[config.mk]
export PLATFORM = sky130hd
export DESIGN_NAME = bnn_input_loader_flat
export DESIGN_NICKNAME = d
export VERILOG_FILES = /design/src/rtl/bnn_input_loader_if.sv /design/src/rtl/bnn_input_loader.sv /design/src/flat_wrapper.sv
export SDC_FILE = /design/constraint.sdc
export NUM_CORES = 1
export LEC_CHECK = 0
export CAP_MARGIN = 20
export CORE_UTILIZATION = 34
export DETAILED_ROUTE_END_ITERATION = 6
export SLEW_MARGIN = 20
export SYNTH_ARGS = -nofsm -noshare
export SYNTH_HDL_FRONTEND = slang
export SYNTH_SLANG_ARGS = --single-unit
[constraint.sdc]
create_clock -name clk -period 7.7 [get_ports clk]
set_clock_uncertainty 0.1 [all_clocks]
set_input_delay 1.925 -clock clk [delete_from_list [all_inputs] [get_ports clk]]
set_output_delay 1.925 -clock clk [all_outputs]
set_load 0.01 [all_outputs]
[src/rtl/bnn_input_loader_if.sv]
// Host word stream into the BNN input loader (valid/ready with end-of-load marker).
interface bnn_input_loader_if;
    logic        in_valid;
    logic        in_ready;
    logic [15:0] in_data;
    logic        in_last;

    modport master (output in_valid, output in_data, output in_last, input in_ready);
    modport slave  (input in_valid, input in_data, input in_last, output in_ready);
endinterface

[src/rtl/bnn_input_loader.sv]
// Loads the kernel weight and a sequence of images into accelerator memories,
// then launches the accelerator and reports completion.
module bnn_input_loader (
    input  logic                    clk,
    input  logic                    reset_b,
    bnn_input_loader_if.slave       host,
    input  logic                    start,
    output logic [11:0]             ldr_sram_write_address,
    output logic [15:0]             ldr_sram_write_data,
    output logic                    ldr_sram_write_enable,
    output logic [11:0]             ldr_wmem_write_address,
    output logic [15:0]             ldr_wmem_write_data,
    output logic                    ldr_wmem_write_enable,
    output logic                    dut_run,
    input  logic                    dut_busy,
    output logic                    done,
    output logic                    err,
    output logic [7:0]              img_count
);

    localparam int unsigned AW = 12;
    localparam int unsigned DW = 16;
    localparam int unsigned NW = 5;
    localparam logic [AW:0] PTR_LIMIT = 13'd4095;
    localparam logic [DW-1:0] TERM_WORD = 16'h00FF;
    localparam logic [AW-1:0] WEIGHT_ADDR = 12'd1;

    typedef enum logic [3:0] {
        IDLE, WEIGHT, HEADER, ROWS, TERM, RUN, WAIT_HI, WAIT_LO, DRAIN
    } state_t;

    state_t          state;
    logic            in_ready_q;
    logic [AW-1:0]   ptr;
    logic [NW-1:0]   dim_n;
    logic [NW-1:0]   rows_left;

    logic            acc;
    logic [NW-1:0]   hdr_n;
    logic            hdr_dim_ok;
    logic            hdr_fit;
    logic            hdr_ok;
    logic [DW-1:0]   row_mask;

    assign host.in_ready = in_ready_q;

    // Header decode and row masking for the word currently on the bus.
    always_comb begin
        acc        = host.in_valid & in_ready_q;
        hdr_n      = host.in_data[NW-1:0];
        hdr_dim_ok = (hdr_n == 5'd10) || (hdr_n == 5'd12) || (hdr_n == 5'd16);
        hdr_fit    = ((AW+1)'(ptr) + (AW+1)'(hdr_n) + 13'd1) <= PTR_LIMIT;
        hdr_ok     = hdr_dim_ok && (host.in_data[DW-1:NW] == 11'd0) && hdr_fit && !host.in_last;
        row_mask   = DW'((32'd1 << dim_n) - 32'd1);
    end

    // Load sequencer: all outputs registered, strobes default low each cycle.
    always_ff @(posedge clk or negedge reset_b) begin
        if (!reset_b) begin
            state                  <= IDLE;
            in_ready_q             <= 1'b0;
            ptr                    <= '0;
            dim_n                  <= '0;
            rows_left              <= '0;
            ldr_sram_write_address <= '0;
            ldr_sram_write_data    <= '0;
            ldr_sram_write_enable  <= 1'b0;
            ldr_wmem_write_address <= '0;
            ldr_wmem_write_data    <= '0;
            ldr_wmem_write_enable  <= 1'b0;
            dut_run                <= 1'b0;
            done                   <= 1'b0;
            err                    <= 1'b0;
            img_count              <= '0;
        end else begin
            ldr_sram_write_enable <= 1'b0;
            ldr_wmem_write_enable <= 1'b0;
            dut_run               <= 1'b0;
            done                  <= 1'b0;
            case (state)
                IDLE: begin
                    if (start && !dut_busy) begin
                        err        <= 1'b0;
                        img_count  <= '0;
                        ptr        <= '0;
                        state      <= WEIGHT;
                        in_ready_q <= 1'b1;
                    end
                end
                WEIGHT: begin
                    if (acc) begin
                        if (host.in_last) begin
                            err        <= 1'b1;
                            state      <= IDLE;
                            in_ready_q <= 1'b0;
                        end else begin
                            ldr_wmem_write_enable  <= 1'b1;
                            ldr_wmem_write_address <= WEIGHT_ADDR;
                            ldr_wmem_write_data    <= {7'd0, host.in_data[8:0]};
                            state                  <= HEADER;
                        end
                    end
                end
                HEADER: begin
                    if (acc) begin
                        if (hdr_ok) begin
                            ldr_sram_write_enable  <= 1'b1;
                            ldr_sram_write_address <= ptr;
                            ldr_sram_write_data    <= host.in_data;
                            ptr                    <= ptr + 12'd1;
                            dim_n                  <= hdr_n;
                            rows_left              <= hdr_n;
                            state                  <= ROWS;
                        end else begin
                            err <= 1'b1;
                            if (host.in_last) begin
                                state      <= IDLE;
                                in_ready_q <= 1'b0;
                            end else begin
                                state <= DRAIN;
                            end
                        end
                    end
                end
                ROWS: begin
                    if (acc) begin
                        ldr_sram_write_enable  <= 1'b1;
                        ldr_sram_write_address <= ptr;
                        ldr_sram_write_data    <= host.in_data & row_mask;
                        ptr                    <= ptr + 12'd1;
                        rows_left              <= rows_left - 5'd1;
                        if (rows_left == 5'd1) begin
                            if (img_count != 8'hFF) begin
                                img_count <= img_count + 8'd1;
                            end
                            if (host.in_last) begin
                                state      <= TERM;
                                in_ready_q <= 1'b0;
                            end else begin
                                state <= HEADER;
                            end
                        end else if (host.in_last) begin
                            err        <= 1'b1;
                            state      <= IDLE;
                            in_ready_q <= 1'b0;
                        end
                    end
                end
                TERM: begin
                    ldr_sram_write_enable  <= 1'b1;
                    ldr_sram_write_address <= ptr;
                    ldr_sram_write_data    <= TERM_WORD;
                    state                  <= RUN;
                end
                RUN: begin
                    dut_run <= 1'b1;
                    state   <= WAIT_HI;
                end
                WAIT_HI: begin
                    if (dut_busy) begin
                        state <= WAIT_LO;
                    end
                end
                WAIT_LO: begin
                    if (!dut_busy) begin
                        done  <= 1'b1;
                        state <= IDLE;
                    end
                end
                DRAIN: begin
                    if (acc && host.in_last) begin
                        state      <= IDLE;
                        in_ready_q <= 1'b0;
                    end
                end
                default: begin
                    state      <= IDLE;
                    in_ready_q <= 1'b0;
                end
            endcase
        end
    end

endmodule

[src/flat_wrapper.sv]
// flat-port wrapper written by rule: the top's interface ports become plain ports
module bnn_input_loader_flat 
  (clk, reset_b, start, ldr_sram_write_address, ldr_sram_write_data, ldr_sram_write_enable, ldr_wmem_write_address, ldr_wmem_write_data, ldr_wmem_write_enable, dut_run, dut_busy, done, err, img_count, host_in_valid, host_in_data, host_in_last, host_in_ready);
  bnn_input_loader_if host_i ();
  input  logic clk;
  input  logic reset_b;
  input  logic start;
  output logic [11:0] ldr_sram_write_address;
  output logic [15:0] ldr_sram_write_data;
  output logic ldr_sram_write_enable;
  output logic [11:0] ldr_wmem_write_address;
  output logic [15:0] ldr_wmem_write_data;
  output logic ldr_wmem_write_enable;
  output logic dut_run;
  input  logic dut_busy;
  output logic done;
  output logic err;
  output logic [7:0] img_count;
  input wire logic [$bits(host_i.in_valid)-1:0] host_in_valid;
  input wire logic [$bits(host_i.in_data)-1:0] host_in_data;
  input wire logic [$bits(host_i.in_last)-1:0] host_in_last;
  output wire logic [$bits(host_i.in_ready)-1:0] host_in_ready;
  assign host_i.in_valid = host_in_valid;
  assign host_i.in_data = host_in_data;
  assign host_i.in_last = host_in_last;
  assign host_in_ready = host_i.in_ready;
  bnn_input_loader u_core (.clk(clk), .reset_b(reset_b), .host(host_i), .start(start), .ldr_sram_write_address(ldr_sram_write_address), .ldr_sram_write_data(ldr_sram_write_data), .ldr_sram_write_enable(ldr_sram_write_enable), .ldr_wmem_write_address(ldr_wmem_write_address), .ldr_wmem_write_data(ldr_wmem_write_data), .ldr_wmem_write_enable(ldr_wmem_write_enable), .dut_run(dut_run), .dut_busy(dut_busy), .done(done), .err(err), .img_count(img_count));
endmodule
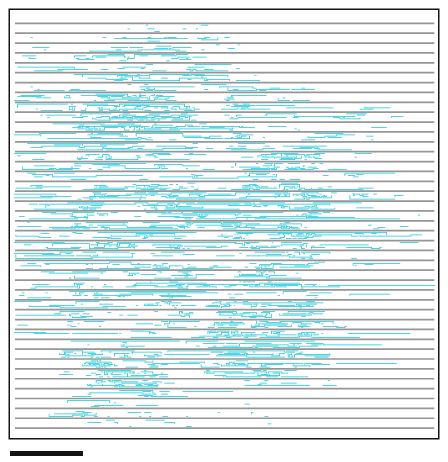
run_1/m1.png
Scale bar: 20 um. Supply wires on this layer in gray.
nets with wire on the layer: 508
main direction: horizontal
via count: 3942
met1 Usage GRT: 0.257
Post-Route WL: 12.4 mm

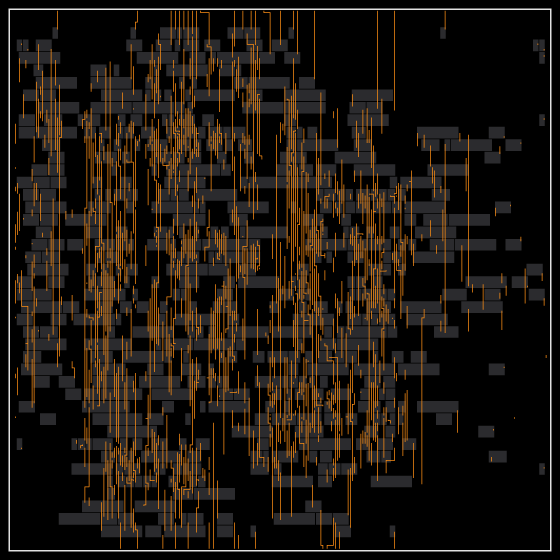
run_1/m2.png
Cells faint in the background.
nets with wire on the layer: 495
longest straight run: 47.8 um
wire length on this layer: 5690 um
main direction: vertical
share of all routed wire: 46%
M2 GR Usage: 0.288

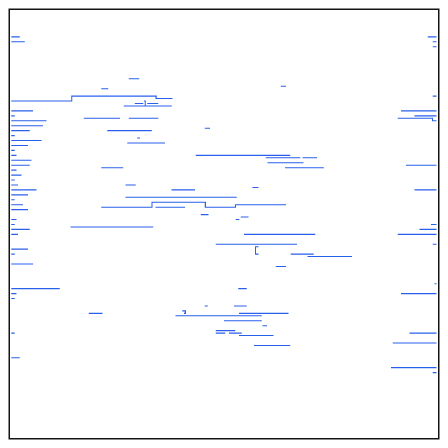
run_1/m3.png
longest straight run: 30.4 um
wire length on this layer: 682 um
main direction: horizontal
share of all routed wire: 5.5%
nets with wire on the layer: 83
met3 Use GR: 0.0378

==> summary.txt, run 1 <==
fresh numbers from the pnr run: Sw Share=0.365, Ys Warns=0, comb pwr=0.730 mW, clock group share of total power=0.235, Main logic family=simple AND/OR/NAND/NOR gates, Hold Path Origin=u_core.ldr_wmem_write_address[0], CTS hold repair buffers=0, max reg flops=16, Routed met2 length=5.69 mm, Worst Path Buf+Inv=3, row cnt=41, number of cells on the critical path=10, Hold Crit Class=reg2reg, Top Registers=u_core.ldr_sram_write_data (16), u_core.ldr_sram_write_address (12), u_core.ptr (12), number of enable flip-flop cells=0, I/O Buffers=73, run status=finished clean, ANT nets after route=0, WP data arrival=4960 ps, die height=118 um, Seq/Total Area, Yosys=0.427, Layout Cells excl Fill=730, root buf cell=clkbuf_16, share of cells above drive strength 1=0.0896
==> inputs of run 2 (changes only) <==
==> constraint.sdc (replaced) <==
create_clock -name clk -period 4.7 [get_ports clk]
set_clock_uncertainty 0.1 [all_clocks]
set_input_delay 1.175 -clock clk [delete_from_list [all_inputs] [get_ports clk]]
set_output_delay 1.175 -clock clk [all_outputs]
set_load 0.01 [all_outputs]
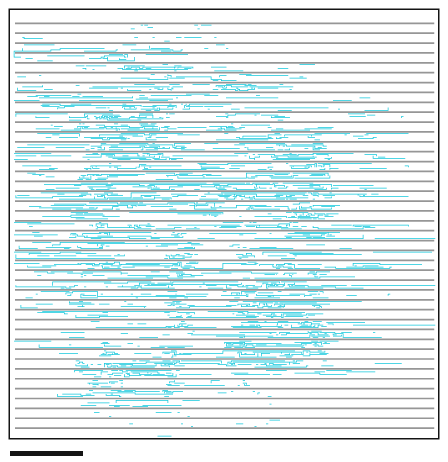
run_2/m1.png
Scale bar: 20 um. Supply wires on this layer in gray.
main direction: horizontal
share of all routed wire: 47%
longest straight run: 36.8 um
nets with wire on the layer: 502
met1 Usage GRT: 0.248
via count: 3937

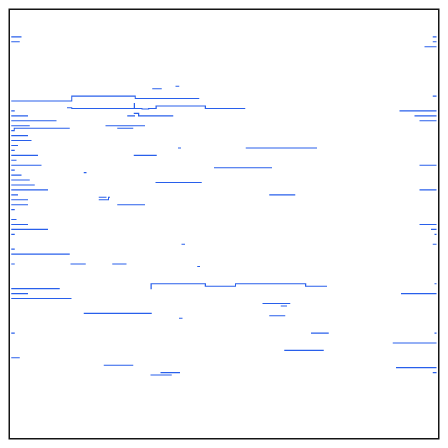
run_2/m3.png
nets with wire on the layer: 75
main direction: horizontal
Post-Route WL: 12.3 mm
met3 Use GR: 0.0494

==> run 2 against run 1 <==
- count of clock-buffer cells in the layout unchanged
- power increased by 66%
- area after synthesis unchanged
- combinational power increased by 63%
- first-iteration DRC count is 29% lower
==> summary.txt, run 2 <==
fresh numbers from the pnr run: utilization after layout=0.443, row cnt=41, Top Registers=u_core.ldr_sram_write_data (16), u_core.ldr_sram_write_address (12), u_core.ptr (12), number of enable flip-flop cells=0, Lkg Pwr=2.40 nW, most common cell in the netlist=dfrtp_1, Routed met2 length=5.77 mm, vias in the first global route=3812, Final Cycle Share=0.787, CTS HTree Levels=3, die height=118 um, Sw Share=0.353, Main logic family=simple AND/OR/NAND/NOR gates, CTS hold repair buffers=0, root buf cell=clkbuf_16, share of cells above drive strength 1=0.0979, power consumption=3.08 mW, Commonest flop=dfrtp_1, WP data arrival=3770 ps, run status=finished clean, DR pass1 iterations=4, vias per cell=5.36, footprint of the multi-input gates=0.00237 sq mm, Hold Path Origin=u_core.ldr_wmem_write_address[0], ANT nets after route=0, max reg flops=16, Worst Setup Start Kind=input port, CP cell instances=clkdlybuf4s50_1, inv_1, ha_1, inv_1, fa_1, a21oi_1, o21ai_0, a2111oi_4, buf_4, nor2_2, o211ai_1, I/O Buffers=73, Seq/Total Area, Yosys=0.427, clock net sink count=78, Crit Reg-Reg Startpoint=u_core.ptr[0], Hold Crit Class=reg2reg, clock group share of total power=0.247, clock-net power=0.762 mW, first-pass GRT wire length=20.2 mm, Crit path top cell by count=inv_1, M2 GR Usage=0.286, comb pwr=1.19 mW, internal power=1.99 mW, IO Pins=92, Yosys reg bits=78, drc violations=0, Ys Warns=0, number of cells on the critical path=11, CP Class=in2reg, Worst Path Buf+Inv=4, max_slew headroom=0.510, Metal-1 WL=5.77 mm
Power and IR drop assume default switching activity.
